`src/rtl/sos_stage_scheduler_if.sv`:
```
// rtl/sos_stage_scheduler_if.sv - link between the stage scheduler and the shared SOS datapath
interface sos_stage_scheduler_if #(
    parameter int DATA_SIZE = 24,
    parameter int SEL_SIZE  = 1
);
    logic                 stage_start;
    logic [SEL_SIZE-1:0]  stage_sel;
    logic [DATA_SIZE-1:0] stage_data_in;
    logic [DATA_SIZE-1:0] stage_data_out;
    logic                 stage_done;

    modport master (
        output stage_start,
        output stage_sel,
        output stage_data_in,
        input  stage_data_out,
        input  stage_done
    );

    modport slave (
        input  stage_start,
        input  stage_sel,
        input  stage_data_in,
        output stage_data_out,
        output stage_done
    );
endinterface

```
`src/rtl/sos_stage_scheduler.sv`:
```
// rtl/sos_stage_scheduler.sv - walks one sample through NUM_STAGES passes of a shared biquad datapath
module sos_stage_scheduler #(
    parameter int DATA_SIZE  = 24,
    parameter int NUM_STAGES = 2,
    parameter int SEL_SIZE   = 1,
    parameter int TIMEOUT    = 64
) (
    input  logic                 clk,
    input  logic                 reset,
    input  logic                 i_sample_trig,
    input  logic [DATA_SIZE-1:0] i_data_in,
    sos_stage_scheduler_if.master dp,
    output logic [DATA_SIZE-1:0] o_data_out,
    output logic                 o_filter_done,
    output logic                 o_busy,
    output logic                 o_overrun,
    output logic                 o_timeout
);
    localparam int WD_W = (TIMEOUT > 2) ? $clog2(TIMEOUT) : 1;
    localparam logic [WD_W-1:0]     WD_LAST    = WD_W'(TIMEOUT - 1);
    localparam logic [SEL_SIZE-1:0] SEL_LAST   = SEL_SIZE'(NUM_STAGES - 1);

    typedef enum logic [1:0] {
        ST_IDLE   = 2'd0,
        ST_LAUNCH = 2'd1,
        ST_WAIT   = 2'd2
    } state_t;

    state_t               r_state;
    state_t               w_next;
    logic [SEL_SIZE-1:0]  r_sel;
    logic [DATA_SIZE-1:0] r_stage_data;
    logic [DATA_SIZE-1:0] r_data_out;
    logic                 r_filter_done;
    logic                 r_overrun;
    logic                 r_timeout;
    logic [WD_W-1:0]      r_wd;

    logic w_last_stage;
    logic w_wd_expired;
    logic w_start;
    logic w_busy;

    assign w_last_stage = (r_sel == SEL_LAST);
    assign w_wd_expired = (r_wd == WD_LAST);

    always_ff @(posedge clk) begin
        if (reset) begin
            r_state <= ST_IDLE;
        end else begin
            r_state <= w_next;
        end
    end

    // stage_done beats a watchdog expiry in the same cycle
    always_comb begin
        w_next = r_state;
        case (r_state)
            ST_IDLE:   if (i_sample_trig) w_next = ST_LAUNCH;
            ST_LAUNCH: w_next = ST_WAIT;
            ST_WAIT: begin
                if (dp.stage_done) begin
                    w_next = w_last_stage ? ST_IDLE : ST_LAUNCH;
                end else if (w_wd_expired) begin
                    w_next = ST_IDLE;
                end
            end
            default:   w_next = ST_IDLE;
        endcase
    end

    always_comb begin
        w_start = (r_state == ST_LAUNCH);
        w_busy  = (r_state != ST_IDLE);
    end

    always_ff @(posedge clk) begin
        if (reset) begin
            r_sel         <= '0;
            r_stage_data  <= '0;
            r_data_out    <= '0;
            r_filter_done <= 1'b0;
            r_overrun     <= 1'b0;
            r_timeout     <= 1'b0;
            r_wd          <= '0;
        end else begin
            r_filter_done <= 1'b0;
            if (i_sample_trig && w_busy) begin
                r_overrun <= 1'b1;
            end
            case (r_state)
                ST_IDLE: begin
                    if (i_sample_trig) begin
                        r_stage_data <= i_data_in;
                        r_sel        <= '0;
                    end
                end
                ST_LAUNCH: r_wd <= '0;
                ST_WAIT: begin
                    if (dp.stage_done) begin
                        if (w_last_stage) begin
                            r_data_out    <= dp.stage_data_out;
                            r_filter_done <= 1'b1;
                            r_sel         <= '0;
                        end else begin
                            r_stage_data <= dp.stage_data_out;
                            r_sel        <= r_sel + SEL_SIZE'(1);
                        end
                    end else if (w_wd_expired) begin
                        r_timeout <= 1'b1;
                        r_sel     <= '0;
                    end else begin
                        r_wd <= r_wd + WD_W'(1);
                    end
                end
                default: ;
            endcase
        end
    end

    assign dp.stage_start   = w_start;
    assign dp.stage_sel     = r_sel;
    assign dp.stage_data_in = r_stage_data;
    assign o_data_out       = r_data_out;
    assign o_filter_done    = r_filter_done;
    assign o_busy           = w_busy;
    assign o_overrun        = r_overrun;
    assign o_timeout        = r_timeout;
endmodule

```
`src/flat_wrapper.sv`:
```
// flat-port wrapper written by rule: the top's interface ports become plain ports
module sos_stage_scheduler_flat 
#(
    parameter int DATA_SIZE  = 24,
    parameter int NUM_STAGES = 2,
    parameter int SEL_SIZE   = 1,
    parameter int TIMEOUT    = 64
)
  (clk, reset, i_sample_trig, i_data_in, o_data_out, o_filter_done, o_busy, o_overrun, o_timeout, dp_stage_start, dp_stage_sel, dp_stage_data_in, dp_stage_data_out, dp_stage_done);
  sos_stage_scheduler_if #(.DATA_SIZE(DATA_SIZE), .SEL_SIZE(SEL_SIZE)) dp_i ();
  input  logic clk;
  input  logic reset;
  input  logic i_sample_trig;
  input  logic [DATA_SIZE-1:0] i_data_in;
  output logic [DATA_SIZE-1:0] o_data_out;
  output logic o_filter_done;
  output logic o_busy;
  output logic o_overrun;
  output logic o_timeout;
  output wire logic [$bits(dp_i.stage_start)-1:0] dp_stage_start;
  output wire logic [$bits(dp_i.stage_sel)-1:0] dp_stage_sel;
  output wire logic [$bits(dp_i.stage_data_in)-1:0] dp_stage_data_in;
  input wire logic [$bits(dp_i.stage_data_out)-1:0] dp_stage_data_out;
  input wire logic [$bits(dp_i.stage_done)-1:0] dp_stage_done;
  assign dp_stage_start = dp_i.stage_start;
  assign dp_stage_sel = dp_i.stage_sel;
  assign dp_stage_data_in = dp_i.stage_data_in;
  assign dp_i.stage_data_out = dp_stage_data_out;
  assign dp_i.stage_done = dp_stage_done;
  sos_stage_scheduler #(.DATA_SIZE(DATA_SIZE), .NUM_STAGES(NUM_STAGES), .SEL_SIZE(SEL_SIZE), .TIMEOUT(TIMEOUT)) u_core (.clk(clk), .reset(reset), .i_sample_trig(i_sample_trig), .i_data_in(i_data_in), .dp(dp_i), .o_data_out(o_data_out), .o_filter_done(o_filter_done), .o_busy(o_busy), .o_overrun(o_overrun), .o_timeout(o_timeout));
endmodule
```
`config.mk`:
```
export PLATFORM = sky130hd
export DESIGN_NAME = sos_stage_scheduler_flat
export DESIGN_NICKNAME = d
export VERILOG_FILES = /design/src/rtl/sos_stage_scheduler_if.sv /design/src/rtl/sos_stage_scheduler.sv /design/src/flat_wrapper.sv
export SDC_FILE = /design/constraint.sdc
export NUM_CORES = 1
export LEC_CHECK = 0
export CORE_MARGIN = 2
export CORE_UTILIZATION = 40
export CTS_BUF_LIST = sky130_fd_sc_hd__clkbuf_4 sky130_fd_sc_hd__clkbuf_8 sky130_fd_sc_hd__clkbuf_16
export CTS_CLUSTER_DIAMETER = 150
export CTS_CLUSTER_SIZE = 40
export DETAILED_ROUTE_END_ITERATION = 16
export HOLD_SLACK_MARGIN = 0.1
export PLACE_DENSITY = 0.87
export SLEW_MARGIN = 40
export SYNTH_ARGS = -nofsm -noshare
export SYNTH_HDL_FRONTEND = slang
export SYNTH_SLANG_ARGS = --single-unit
```
`constraint.sdc`:
```
create_clock -name clk -period 1.5 [get_ports clk]
set_input_delay 0.375 -clock clk [delete_from_list [all_inputs] [get_ports clk]]
set_output_delay 0.375 -clock clk [all_outputs]
set_load 0.02 [all_outputs]
```
==> results.cfg <==
; synthesis and place-and-route metrics
[detailed_routing]
drt_iter0_drc = 109
drc = 0
drt-met1-wl_um = 3368
wl_met2_um = 4153
wl_met3_um = 471
first_pass_iters = 4
finalWirelength_um = 8183
ant_nets = 0
top_layer = met4
viasPerCell = 5.348

[floorplanning]
core-area_um2 = 5956
io_pins = 106
well_tap_count = 75
die_area_um2 = 6872
fp-row-count = 28
fp_util_pct = 41.81
die_x_um = 82.90
fp.dieH_um = 82.90

[global_route]
overflow = 0
antenna_found_initial = 0
grt.busiest_layer = met2
grt_pass1_wl_um = 12790
grt_max_degree = 29
grt_pass1_vias = 2712

[pwr]
p_int_mw = 2.949
powerComb_mw = 0.829
power.leakage_nw = 1.775
pg_seq_mw = 1.72
maxPowerGroup = sequential cells
p_clk_mw = 1.47
seqPwrFrac_pct = 42.8
power_density_nw_per_um2 = 985.3
vdd_drop_max_mv = 0.6301
power.clock.fraction_pct = 36.6
p_comb_share_pct = 20.6
swShare_pct = 26.69
switchingPower_mw = 1.074
finalPower_mw = 4.023

[cells_and_area]
ff_count = 60
drive_gt1_share_pct = 15.38
nClkBuffers = 12
diodes = 0
inv_count = 3
regArea_um2 = 1204
seq_share_pct = 29.48
fin_nets = 490
final_util_pct = 68.55
nMultiInputCombCells = 226
lay_top_cells = nand2_1 (101), dfxtp_1 (58), dlygate4sd2_1 (51), clkdlybuf4s50_1 (48), a21oi_1 (30)
clock_area_share_pct = 4.934
largestClassByArea = non-clock buffers
nonClkBufAreaFrac_pct = 33.37
num-fill-cells = 498
comb_area_um2 = 1210
nNonClkBuffers = 137

[yosys]
syn-instance-count = 315
synthAdderAreaFrac_pct = 0.5025
synth.avg_cell_area_um2 = 7.904
top_cells_by_area = dfxtp_1 (48%), nand2_1 (15%), a311oi_1 (8.8%), a21oi_1 (6.0%), nor2_1 (5.0%)
synthTopCellsByCount = nand2_1 (101), dfxtp_1 (60), nor2_1 (33), a21oi_1 (30), a311oi_1 (25)
synth_top_flop_cell = dfxtp_1
yosysUniqueCellTypes = 33
xor_area_share_pct = 0
netlist.top_cell.by_area = dfxtp_1
synth_top_cell_by_count = nand2_1
muxShareOfSynthArea_pct = 0.9045
compound_area_share_pct = 19.20
synth_stat.cells = 315
syn-num-nets = 368
top_cell_area_share_pct = 48.24
netlist_area_um2 = 2490
ys_top_logic_family = simple AND/OR/NAND/NOR gates
ys_seq_share_pct = 48.24
synth-edff-count = 0
synth_flops = 60
synth_warnings = 0
synthArstFlopShare_pct = 0
ys_area_um2 = 2490
simple_gate_share_pct = 25.18

[critical_path]
r2r-start = u_core.r_state[1]
arrival_ns = 1.12
worstSetupPathType = flip-flop to primary output
cp-startpoint = u_core.r_state[1]
startpoint_type = flip-flop
end_kind = primary output
critical_path_required_ns = 1.12
path_max_fanout = 4
r2r_setup_slack_ns = 0.02

[timing]
worstMarginPinSlew_ns = 0.3131
drv_slew = 0
finalHoldViolCount = 0
fin_crit_sh_pct = 99.75
timing.hold.ws_ns = 0.3527
final-setup-viol-count = 0
setup_tns_ns = 0
skew_ns = 0.007112
rsz0062_at_grt = true
fmax_mhz = 668.4
slew_headroom_pct = 78.86
fin_crit_ns = 1.496

[clock_tree]
cts_tree = yes
clk-insertion-delay-late_ns = 0.33
postCtsHoldBufs = 0
htree_levels = 3
clockBufferDepth = 2
cts_buffers = 9
clk_pin_slew_ns = 0.07
cts_sinks = 60
root_buffer = clkbuf_8

[worst_hold_path]
timing.hold.worst.class = input pin to flip-flop
hp-start = reset

[placed_design]
hpwl_um = 5345
portBuffers = 105
gp_congestion = 0.8329
place_area_um2 = 3752
dp.cells = 494
pre_cts_slack_ns = -0.4047

[run_status]
status = completed

[job]
warning_count = 28
maxCapViolCount = 0
[repair_timing]
action	4_1_cts	5_1_grt
gates resized	66	20
gates cloned	3	0
buffers inserted	2	3
endpoints found under the setup margin	59	43
pin swaps	7	14
[flip-flops by register name, summed over array words and instances (netlist names)]
name                     cells
u_core.r_wd                  6
u_core.o_data_out           24
u_core.dp.stage_data_in     24
u_core.o_timeout             1
u_core.r_state               2
u_core.o_filter_done         1
u_core.dp.stage_sel          1
u_core.o_overrun             1
[worst paths after layout]
check,to,cells after the start
min,u_core.o_timeout,2
max,o_busy,2
max reg2reg,u_core.dp.stage_data_in[23],6
min reg2reg,u_core.o_data_out[16],2
[critical path, cell delays in order, from the launching register on]
cell and delay, ns:
dfxtp_2 0.34, or2_2 0.31, buf_6 0.14
Figure 1. Track usage over the die.
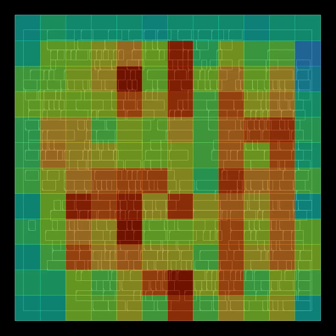
met1 usage: 25.28%
total track usage: 22.91%
met2 usage: 41.06%
Routed WL per cell: 15.83 um

Figure 2. Cell sizes after repair.
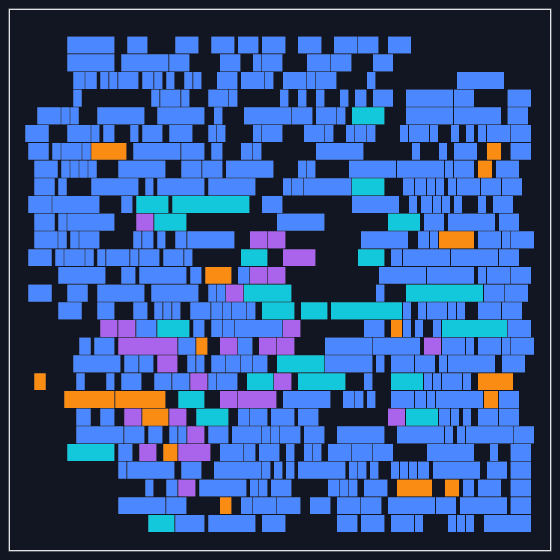
drive 6 and up -> cyan  # cells 24, share 5.4%
drive 3 to 4 -> purple  # cells 27, share 6.1%
drive 1 or less -> blue  # cells 374, share 85%
drive 2 -> orange  # cells 17, share 3.8%
Finished Cell Area: 4083 um^2
Final WS setup: 0.003783 ns
Area Growth Syn to Fin: 63.97%

Figure 3. Signal wires on met3.
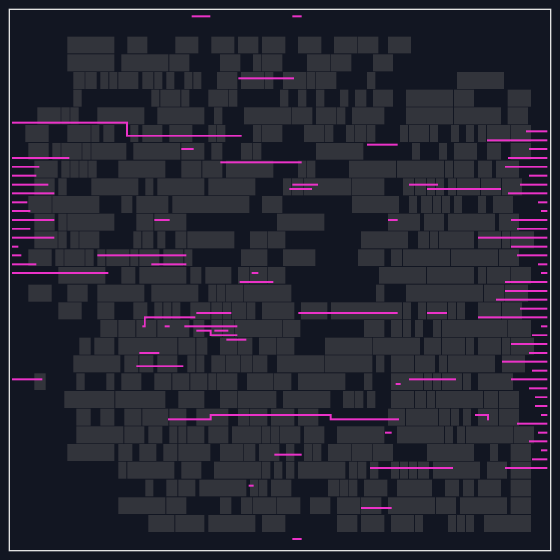
main direction = horizontal
longest straight run = 18.4 um
grt met3 use: 5.268%
routed vias: 2765

Figure 4. Logic cells by family.
Bar = 20 um.
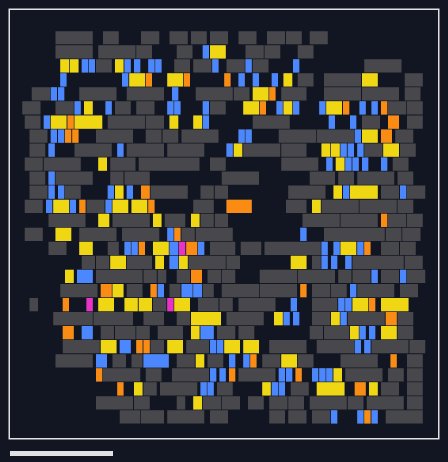
inverters -> magenta  # cells 3
NAND gates -> blue  # cells 111, where widely spread
NOR gates -> orange  # cells 39, where widely spread
inverting AOI/OAI gates -> yellow  # cells 68, where widely spread
most frequent logic cell in the layout: nand2_1
multi-input combinational area share: 29.64%
Non-Filler Instances: 517

